**Sequential cells grouped by signal name**

(8 px per um) Other sequential cells in the stronger grey, the rest of the logic in the fainter grey.
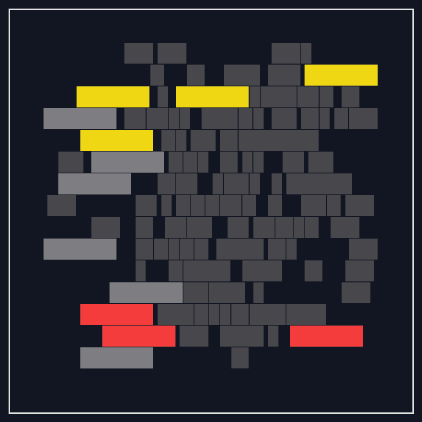
**Cells by drive strength**

(10 px per um)
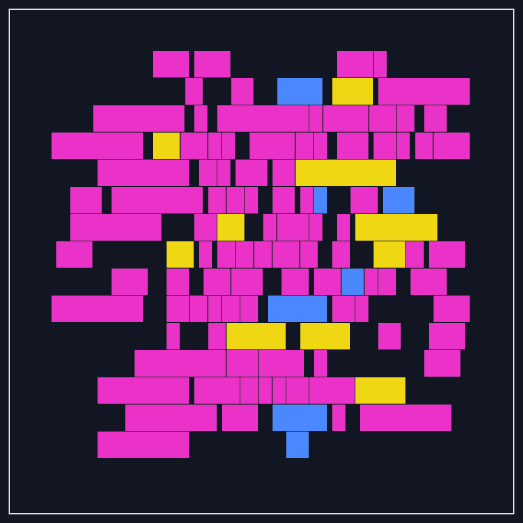
**Wiring heat map**

(8 px per um) 10 x 10 tiles, from black (low) to pale yellow (high), scaled to the fullest tile. Values are wire area over tile area, all layers added.
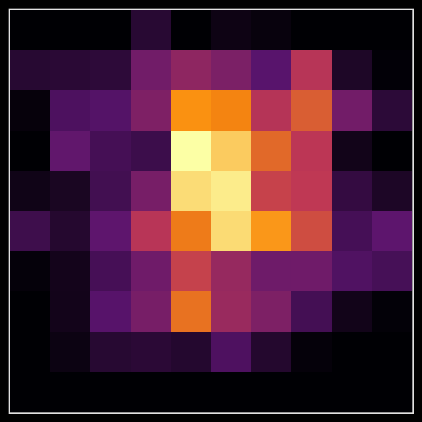
**Metal 3**

(10 px per um)
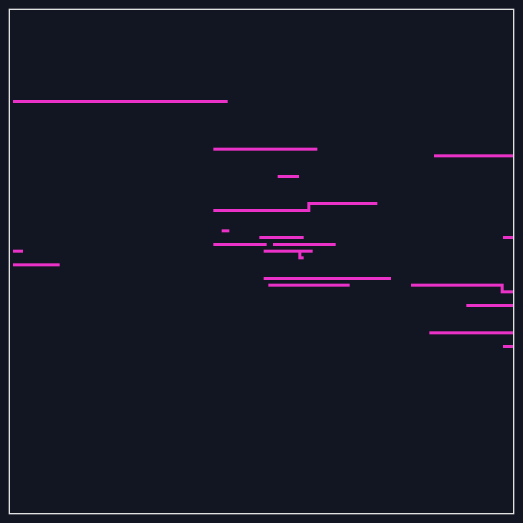
Design led_status_blinker, sky130hd; sources not shown.
==> results.json <==
{
  "status": "finished clean",
  "hold_buffers": 0,
  "synth_cell_types": 40,
  "cts_tree": "done",
  "synth-edff-count": 0,
  "cp_common_cell": "clkdlybuf4s50_1",
  "fmax_mhz": 347,
  "stdcell_count": 137,
  "ys_area_sq_um": 966,
  "ff_type": "dfrtp_1",
  "port_buffers": 11,
  "drv_slew": 0,
  "pre_cts_slack_ns": 1.62,
  "initCoreUtil_pct": 56.6,
  "hold_path_class": "register to register",
  "synth_area_per_cell_sq_um": 9.47,
  "drt_first_iter_violations": 27,
  "ys_cells": 102,
  "antenna_found_initial": 0,
  "ff2ff_path_depth": 4,
  "setup_viol": 0,
  "regToRegSetupSlack_ns": 2.38,
  "syn-num-nets": 116,
  "clock-sinks": 13,
  "relSlewSlack_pct": 51.6,
  "holdWs_ns": 0.250,
  "ys_ff": 13,
  "critPathRequiredTime_ns": 3.85,
  "cts_max_path_buffers": 2,
  "power.density_mw_per_mm2": 307,
  "diodes": 0,
  "crit_path_start_kind": "input port",
  "grt_start_max_net_pins": 20,
  "worst-setup-path-type": "input port to primary output",
  "warnings": 28,
  "end_kind": "primary output",
  "cts_resized": 0,
  "placed_cell_area_sq_mm": 0.00107,
  "dp.cells": 133,
  "peakVddDrop_v": 0.000209,
  "firstDrtPassIters": 4,
  "drc": 0,
  "slowest_delay_ns": 0.83,
  "cts_setup_buffers": 0,
  "viasPerCell": 5.72,
  "drive_gt1_share_pct": 15.2,
  "synthArstFlopShare_pct": 100,
  "cts_root_buffer": "clkbuf_4",
  "die_h_um": 50.3
}
Notes on 'sequential cells grouped by signal name' above:
legend:
  `remaining`:
    colour: yellow
    placed_flops: 4
  `cnt`:
    colour: red
    placed_flops: 3
Seq area share: 29.7%
Storage cell area: 325 sq um
post-layout util: 64.2%
Seq power: 0.143 mW

Notes on 'cells by drive strength' above:
legend:
  x1 and smaller:
    colour: magenta
    cells: 95
    share: 85%
    most_used: dfrtp_1
  x2:
    colour: blue
    cells: 7
    share: 6.3%
    most_used: nor2_2
  x3 and x4:
    colour: yellow
    cells: 10
    share: 8.9%
    most_used: clkbuf_4
Finished Cell Area: 0.00110 sq mm
Area Overhead vs Synth: 13.5%

Notes on 'wiring heat map' above:
densest ninth of the die: centre
tiles over half the peak: 16%
fullest tile: 0.51
routed via count: 784
DR WL/cell: 13.8 um
Total GRT Usage: 17.5%

Notes on 'metal 3' above:
wire length on this layer: 128 um
share of all routed wire: 6.8%
final WL: 1900 um
met3 Use GR: 3.86%

-- synthesized netlist by cell type, types with 2 or more instances --
| cell | instances | area share (%) |
|---|---|---|
| dfrtp_1 | 13 | 34 |
| inv_1 | 9 | 3.5 |
| nor2_1 | 9 | 3.5 |
| a21oi_1 | 8 | 4.1 |
| nor3_1 | 7 | 3.6 |
| ha_1 | 5 | 6.5 |
| buf_2 | 3 | 1.6 |
| nand2_1 | 3 | 1.2 |
| nand4_1 | 3 | 1.9 |
| o21ai_0 | 3 | 1.6 |
| xnor2_1 | 3 | 2.7 |
| a211oi_1 | 2 | 1.6 |
| and2_1 | 2 | 1.3 |
| buf_6 | 2 | 2.3 |
| nand2b_1 | 2 | 1.3 |
| nor2_2 | 2 | 1.3 |
| o211ai_1 | 2 | 1.6 |
| o31ai_1 | 2 | 1.6 |
-- cell type report --
type,count,area (sq um)
Clock buffer,4,26.3
Fill cell,134,612
Tap cell,25,31.3
Sequential cell,13,325
Timing Repair Buffer,11,110
Multi-Input combinational cell,74,566
Inverter,10,37.5
-- kinds of logic after synthesis --
family,count (synthesis),synth area share (%)
simple gates,38,24.0
compound gates,26,23.4
fa+ha+maj,5,6.48
buf+inv,15,7.77
flops,13,33.7
xor+xnor,4,3.63
mux,1,1.04
-- routing by layer --
metal | vias to the layer above | wire length [um] | track usage (%)
li1 | 383 | - | -
met1 | 369 | 868 | 23.6
met2 | 30 | 887 | 28.7
met3 | 2 | 128 | 3.86
met4 | 0 | 12 | 4.04
met5 | - | 0 | 0
-- worst max-delay path: cells and delay by family --
family | cells | cell delay (ns)
AND/OR/NAND/NOR | 1 | 0.28
buffers and inverters | 2 | 1.50
-- power breakdown --
group / internal (mW) / switching [mW] / total (mW)
clock: 0.0343 / 0.0368 / 0.0711
sequential: 0.126 / 0.0174 / 0.143
combinational: 0.0509 / 0.0715 / 0.122
-- cell usage in the layout, fill, tap and decap left out, drive strengths merged, types with 3 or more instances in the layout --
| master | instances |
|---|---|
| dfrtp | 13 |
| nor2 | 12 |
| clkdlybuf4s50 | 11 |
| inv | 10 |
| a21oi | 9 |
| nor3 | 8 |
| ha | 5 |
| clkbuf | 4 |
| nand2 | 3 |
| xnor2 | 3 |
| nand4 | 3 |
| o21ai | 3 |
| a211oi | 3 |
| nand2b | 3 |
Power and IR drop assume default switching activity.
